$ cat src/rtl/core_seq.sv
// core_seq: multi-cycle instruction sequencer FSM (optional MEM watchdog via CORE_SEQ_WDT_EN)
module core_seq (
    input  logic        clk,
    input  logic        rst_n,
    input  logic        start,
    input  logic        reg_write,
    input  logic        mem_write,
    input  logic        mem_to_reg,
    input  logic [1:0]  jump,
    input  logic        mem_ack,
    output logic        pc_clr,
    output logic        ir_load,
    output logic        pc_en,
    output logic        rf_we,
    output logic        dm_req,
    output logic        dm_we,
    output logic        busy,
    output logic        done,
    output logic        err,
    output logic [15:0] cyc_cnt
);
    typedef enum logic [2:0] {IDLE, FETCH, DECODE, EXEC, MEM, WB, HALT} state_t;

    state_t state, nxt;
    logic   clr, accept, rfw_q, dmw_q, wdt_hit;

    // a start is only honoured while parked, and only once per pc_clr pulse
    assign accept = (state == IDLE || state == HALT) && start && !clr;

    // next-state decode; the parked states leave only after the pc_clr cycle
    always_comb begin
        nxt = state;
        case (state)
            IDLE, HALT: nxt = clr ? FETCH : state;
            FETCH:      nxt = DECODE;
            DECODE:     nxt = (jump == 2'b01) ? HALT : EXEC;
            EXEC:       nxt = (mem_write | mem_to_reg) ? MEM : WB;
            MEM:        nxt = mem_ack ? WB : (wdt_hit ? HALT : MEM);
            WB:         nxt = FETCH;
            default:    nxt = IDLE;
        endcase
    end

    // state register and the registered pc_clr pulse
    always_ff @(posedge clk or negedge rst_n) begin
        if (!rst_n) begin
            state <= IDLE;
            clr   <= 1'b0;
        end else begin
            state <= nxt;
            clr   <= accept;
        end
    end

    // latch decoder qualifiers in EXEC so MEM/WB strobes depend on registers only; store wins over load
    always_ff @(posedge clk or negedge rst_n) begin
        if (!rst_n) begin
            rfw_q <= 1'b0;
            dmw_q <= 1'b0;
        end else if (state == EXEC) begin
            rfw_q <= reg_write & ~mem_write;
            dmw_q <= mem_write;
        end
    end

    // busy-cycle counter: cleared by an accepted start, saturating, frozen when not busy
    always_ff @(posedge clk or negedge rst_n) begin
        if (!rst_n)
            cyc_cnt <= 16'h0000;
        else
            cyc_cnt <= accept ? 16'h0000 : (busy && cyc_cnt != 16'hFFFF) ? cyc_cnt + 16'h0001 : cyc_cnt;
    end

`ifdef CORE_SEQ_WDT_EN
    logic [3:0] wdt;

    assign wdt_hit = (state == MEM) && !mem_ack && (wdt == 4'hF);

    // count consecutive MEM cycles; the 16th without mem_ack aborts into HALT with err
    always_ff @(posedge clk or negedge rst_n) begin
        if (!rst_n) begin
            wdt <= 4'h0;
            err <= 1'b0;
        end else begin
            wdt <= (state == MEM) ? wdt + 4'h1 : 4'h0;
            err <= accept ? 1'b0 : (err | wdt_hit);
        end
    end
`else
    assign wdt_hit = 1'b0;
    assign err     = 1'b0;
`endif

    assign pc_clr  = clr;
    assign ir_load = (state == FETCH);
    assign pc_en   = (state == WB);
    assign rf_we   = (state == WB) & rfw_q;
    assign dm_req  = (state == MEM);
    assign dm_we   = (state == MEM) & dmw_q;
    assign busy    = (state == FETCH) || (state == DECODE) || (state == EXEC) || (state == MEM) || (state == WB);
    assign done    = (state == HALT) && !clr;
endmodule

$ cat config.mk
export PLATFORM = sky130hd
export DESIGN_NAME = core_seq
export DESIGN_NICKNAME = d
export VERILOG_FILES = /design/src/rtl/core_seq.sv
export SDC_FILE = /design/constraint.sdc
export NUM_CORES = 1
export LEC_CHECK = 0
export CORE_MARGIN = 1.5
export CORE_UTILIZATION = 43
export CTS_CLUSTER_DIAMETER = 120
export DETAILED_ROUTE_END_ITERATION = 10
export PLACE_DENSITY = 0.75
export SLEW_MARGIN = 20
export SYNTH_ARGS = -nofsm -noshare
export SYNTH_HDL_FRONTEND = slang
export SYNTH_SLANG_ARGS = --single-unit
$ cat constraint.sdc
create_clock -name clk -period 1.45 [get_ports clk]
set_input_delay 0.145 -clock clk [delete_from_list [all_inputs] [get_ports clk]]
set_output_delay 0.145 -clock clk [all_outputs]
set_load 0.005 [all_outputs]
### Where the registers sit, run 1

(8 px per µm) Other sequential cells in the stronger grey, the rest of the logic in the fainter grey.
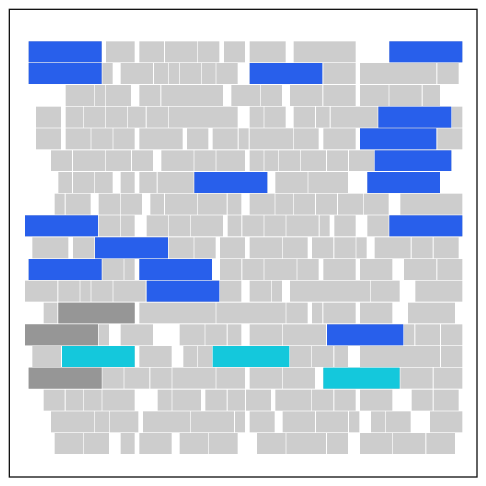
- cyc_cnt: blue (placed flops 16)
- state: cyan (placed flops 3)

### Routing congestion, run 1

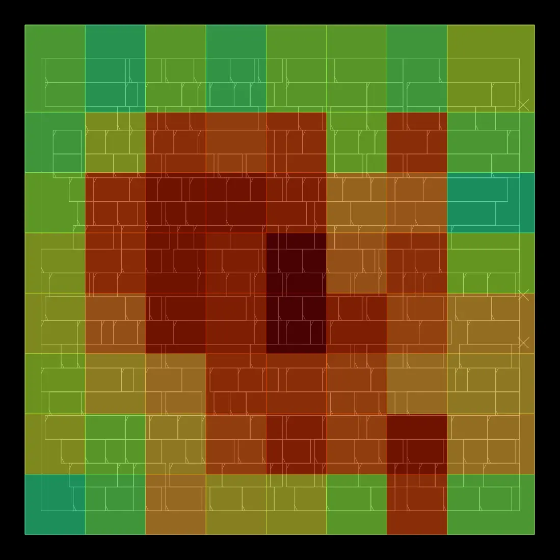
met2 Resource Use GR: 57.78%
met3 layer usage reported by global route: 5.804%

### Close-up of the layout, run 1

Region (31, 31) to (56, 56) µm. Cells in grey, sequential cells in the stronger grey; small squares are vias.
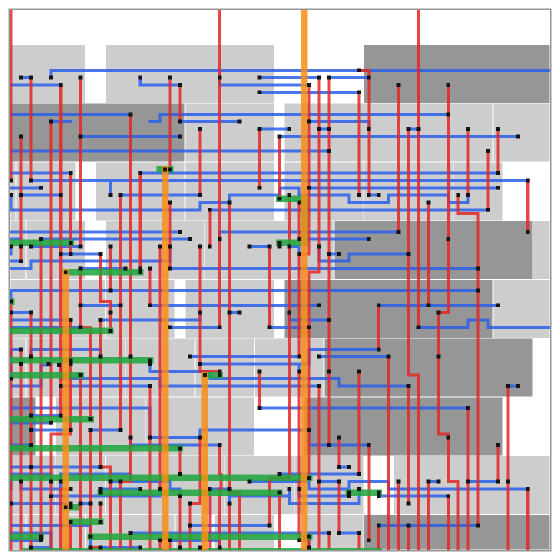
- met4: orange
- met3: green
- met2: red
- met1: blue
- sequential cells in the window: 7
- most frequent: buf_4 (9), buf_6 (6), dfrtp_1 (5)
- netlist names of flops here include: cyc_cnt (7)
- cells with their middle in the window: 46

### Logic cells by family, run 1

(4 px per µm)
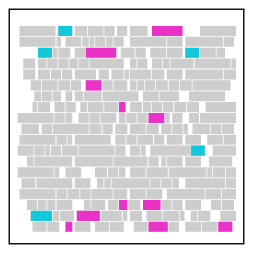
- multiplexers: cyan (cells 5; most used mux2i_1; where widely spread)
- NOR gates: magenta (cells 11)

## run 1: critical path: stages, from the launching register on
cell	delay (ns)
sky130_fd_sc_hd__dfrtp_1	0.43
sky130_fd_sc_hd__nand4_1	0.25
sky130_fd_sc_hd__buf_4	0.24
sky130_fd_sc_hd__or4_1	0.55
sky130_fd_sc_hd__a21oi_1	0.16
## run 1: cell usage after synthesis (all sizes together) (2+ instances only)
library cell,number,area share [%]
o41ai,2,1.3
a21oi,10,3.8
nor4,2,2.1
inv,3,0.86
or3,4,2.2
o21ai,10,3.8
xnor2,2,1.3
o2111ai,2,1.3
nand4,3,3.0
o31ai,5,2.9
dfrtp,22,42
buf,5,2.8
and3,5,2.5
nand3,8,3.0
or4,6,3.4
mux2i,4,3.0
nor2b,2,0.95
nor3,4,1.5
nand2,15,4.5
nor2,2,0.57
and2,2,0.95
nand3b,2,1.1
o311ai,2,1.3
nand2b,3,1.4
## run 1: logic make-up after synthesis
group	count (synthesis)	share of synthesized area [%]
buf+inv	10	4.190
compound gates	34	16.57
fa+ha+maj	1	0.9522
other cells	1	0.2854
simple gates	62	30.86
flops	22	41.90
mux	5	3.905
xor+xnor	2	1.334
## run 1: state kept, by name (all words and copies together), names as in the netlist
register  cells
rfw_q         1
state         3
dmw_q         1
cyc_cnt      16
pc_clr        1
## run 1: cell type report
type	instances	area (µm²)	area share, %
inverter	4	17.52	0.6880
sequential	22	558.0	21.92
clock buffer	4	36.28	1.425
timing repair buffer	98	905.9	35.58
tap	31	38.79	1.523
multi-input combinational	106	989.7	38.87
## run 1: timing repair
action / CTS / global route
buffers inserted: 20 / 10
gates resized: 89 / 46
gates cloned: 2 / 0
endpoints found under the setup margin: 36 / 27
pin swaps: 16 / 6
==> results.json, run 1 <==
{
  "outcome": "complete, but fails checks",
  "violations": "DRC, setup timing",
  "leftover_overflow_at_the_end_of_global_routing": 0,
  "layout_min_cycle_time_ns": 1.690,
  "top_usage_layer": "met2",
  "synth.net_count": 147,
  "yosys-stat-area_um2": 1314,
  "num_rows": 19,
  "cp-start-kind": "flip-flop",
  "pwr-share-clk_pct": 7.9,
  "synth.avg_cell_area_um2": 9.589,
  "finalCoreUtilization_pct": 90.00,
  "met3RoutedLength_um": 483,
  "viasPerCell": 6.517,
  "ctsLongestPathBuffers": 2,
  "dpl-instance-area_um2": 1928,
  "finalWorstSetupSlack_ns": -0.2400,
  "first_global_vias": 1653,
  "cp_data_arrival_time_ns": 1.94,
  "drt_first_pass_iters": 8,
  "critPathKind": "flip-flop to flip-flop",
  "cts.sink_count": 22,
  "drc": 3,
  "static-leakage-power_nw": 1.249,
  "proportion_of_synthesized_flip_flops_having_asynchronous_set_or_reset_pct": 100.0,
  "rrSetupSlack_ns": -0.24,
  "powerDensity_nw_per_um2": 1740,
  "report.final.setup_viol": 24,
  "chip_width_um": 58.28,
  "io_buffers": 32,
  "drtIter0Drc": 151,
  "floorplan.io_pins": 34,
  "insertion_delay_ns": 0.31,
  "antenna-diode-count": 0,
  "cts_made_buffers": 3,
  "final_common_cell": "sky130_fd_sc_hd__buf_4",
  "crit-reg2reg-launch": "cyc_cnt[7]",
  "grt_start_max_net_pins": 23,
  "ir_worst_vdd_uv": 1146,
  "switching_share_pct": 41.41,
  "clock_net_power_mw": 0.350,
  "gp_routability_congestion": 0.7933,
  "power_sequential_mw": 0.966,
  "post-place-cells": 231
}
==> inputs of run 2 (changes only) <==
--- a/config.mk
+++ b/config.mk
@@ -6,10 +6,11 @@
 export NUM_CORES = 1
 export LEC_CHECK = 0
 export CORE_MARGIN = 1.5
-export CORE_UTILIZATION = 43
+export CORE_UTILIZATION = 45
 export CTS_CLUSTER_DIAMETER = 120
 export DETAILED_ROUTE_END_ITERATION = 10
 export PLACE_DENSITY = 0.75
+export SKIP_LAST_GASP = 1
 export SLEW_MARGIN = 20
 export SYNTH_ARGS = -nofsm -noshare
 export SYNTH_HDL_FRONTEND = slang
==> constraint.sdc (replaced) <==
create_clock -name clk -period 2.1 [get_ports clk]
set_input_delay 0.21 -clock clk [delete_from_list [all_inputs] [get_ports clk]]
set_output_delay 0.21 -clock clk [all_outputs]
set_load 0.005 [all_outputs]
### Where the registers sit, run 2

(8 px per µm) Other sequential cells in the stronger grey, the rest of the logic in the fainter grey.
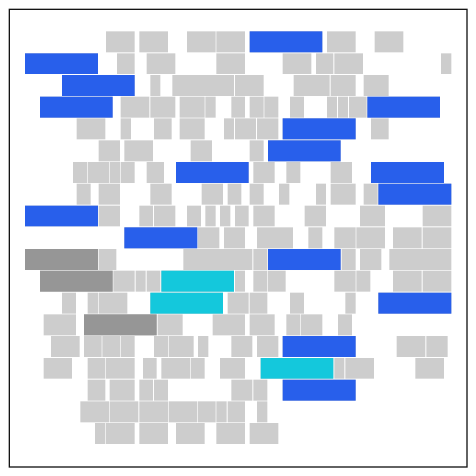
- cyc_cnt: blue (placed flops 16)
- state: cyan (placed flops 3)
- not coloured: 3

==> results.json, run 2 <==
{
  "outcome": "completed",
  "cts.sink_count": 22,
  "drc": 0,
  "ctsLongestPathBuffers": 2,
  "crit_path_cell_trace": "buf_4 -> nand2_1 -> nand2_1 -> inv_1 -> clkdlybuf4s50_1",
  "antenna-diode-count": 0,
  "yosysTopAreaCell": "sky130_fd_sc_hd__dfrtp_1",
  "cts_repair_resize_count": 0,
  "post_synth_main_area_contributors": "sky130_fd_sc_hd__dfrtp_1 42%, sky130_fd_sc_hd__nand2_1 4.0%, sky130_fd_sc_hd__a21oi_1 3.8%",
  "io_buffers": 32,
  "largest_register_ffs": 16,
  "cp_slowest_cell": "sky130_fd_sc_hd__clkdlybuf4s50_1",
  "viasPerCell": 6.039,
  "chip_width_um": 57.03,
  "num_rows": 19,
  "rrSetupSlack_ns": 0.31,
  "crit-reg2reg-launch": "cyc_cnt[0]",
  "met3_usage_pct": 5.442,
  "insertion_delay_ns": 0.31,
  "synth.avg_cell_area_um2": 9.589,
  "drtIter0Drc": 37,
  "report.final.setup_viol": 0,
  "cp_data_arrival_time_ns": 1.77,
  "proportion_of_synthesized_flip_flops_having_asynchronous_set_or_reset_pct": 100.0,
  "static-leakage-power_nw": 0.7151,
  "grt_start_max_net_pins": 23,
  "max_clock_freq_mhz": 505.6,
  "pwr-share-clk_pct": 11.1,
  "power_sequential_mw": 0.631,
  "layout_min_cycle_time_ns": 1.978,
  "post-place-cells": 200,
  "switching_share_pct": 39.35,
  "top_register": "cyc_cnt",
  "floorplan.io_pins": 34,
  "critPathKind": "flip-flop to output port",
  "yosys-stat-area_um2": 1314,
  "clock_net_power_mw": 0.188,
  "cts_made_buffers": 3,
  "met3RoutedLength_um": 159,
  "yosys-top-cells-count": "22 x sky130_fd_sc_hd__dfrtp_1, 14 x sky130_fd_sc_hd__nand2_1, 10 x sky130_fd_sc_hd__a21oi_1, 10 x sky130_fd_sc_hd__o21ai_0, 8 x sky130_fd_sc_hd__nand3_1",
  "worst_path_largest_cell_delay_ns": 0.51,
  "powerDensity_nw_per_um2": 988.6,
  "first_global_vias": 1086,
  "leftover_overflow_at_the_end_of_global_routing": 0,
  "ir_worst_vdd_uv": 701.2,
  "top_usage_layer": "met2",
  "synth.most_common_cell": "sky130_fd_sc_hd__dfrtp_1",
  "post-synth-top-area-fraction_pct": 41.90
}
### Routing congestion, run 2

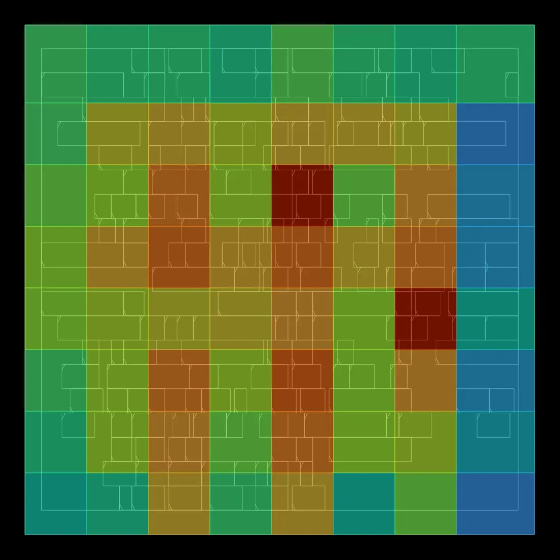
met1 Usage GRT: 25.91%
met2 Resource Use GR: 29.72%

## run 2: netlist changes by cell type in the layout (fill, tap and decap cells not counted), sizes merged, moves of 3 or more
cell,change
dlymetal6s2s,-3
dlygate4sd2,-13
buf,-67
clkdlybuf4s50,+23
## run 2: worst min-delay path by stage
stage	start	endpoint	slack (ns)	cells past startpoint
after global placement	rfw_q	rfw_q	0.47	2
after global routing	rst_n	cyc_cnt[4]	0.26	2
final	rst_n	cyc_cnt[3]	0.23	2
after detailed placement	rfw_q	rfw_q	0.47	2
after CTS	rst_n	cyc_cnt[4]	0.24	2
after floorplan	rst_n	cyc_cnt[0]	-0.09	0
## run 2: critical path, delay by kind of cell (launching register included)
kind	cells	cell delay, ns
AND/OR/NAND/NOR	2	0.24
buffers and inverters	3	0.81
flip-flops	1	0.41
## run 2: through the flow
step	power, mW	worst slack (ns)	hold slack, ns	utilization (%)	instance area, µm²
final	1.687	0.1221	0.2343	61.89	1707
after global routing	1.809	0.03450	0.2554	61.89	1707
after CTS	1.681	0.01428	0.2408	61.66	1700
after detailed placement	1.495	0.3321	0.4710	60.84	1678
after global placement	1.466	0.3718	0.4737	60.84	1678
after floorplan	1.127	0.4843	-0.08559	-	1314
## run 2: cell type report
| cell class | count | area [µm²] |
|---|---|---|
| fillers | 228 | 1051 |
| multi-input cells | 105 | 714.4 |
| flip-flops and latches | 22 | 550.5 |
| repair buffers | 38 | 365.4 |
| well taps | 31 | 38.79 |
| clock buffers | 3 | 22.52 |
| inverters | 4 | 15.01 |
## run 2: kinds of logic after synthesis
logic type,after synthesis,synth area share [%]
compound gates,34,16.57
buf+inv,10,4.190
mux,5,3.905
fa+ha+maj,1,0.9522
other cells,1,0.2854
simple gates,62,30.86
xor+xnor,2,1.334
flops,22,41.90
Power and IR drop assume default switching activity.
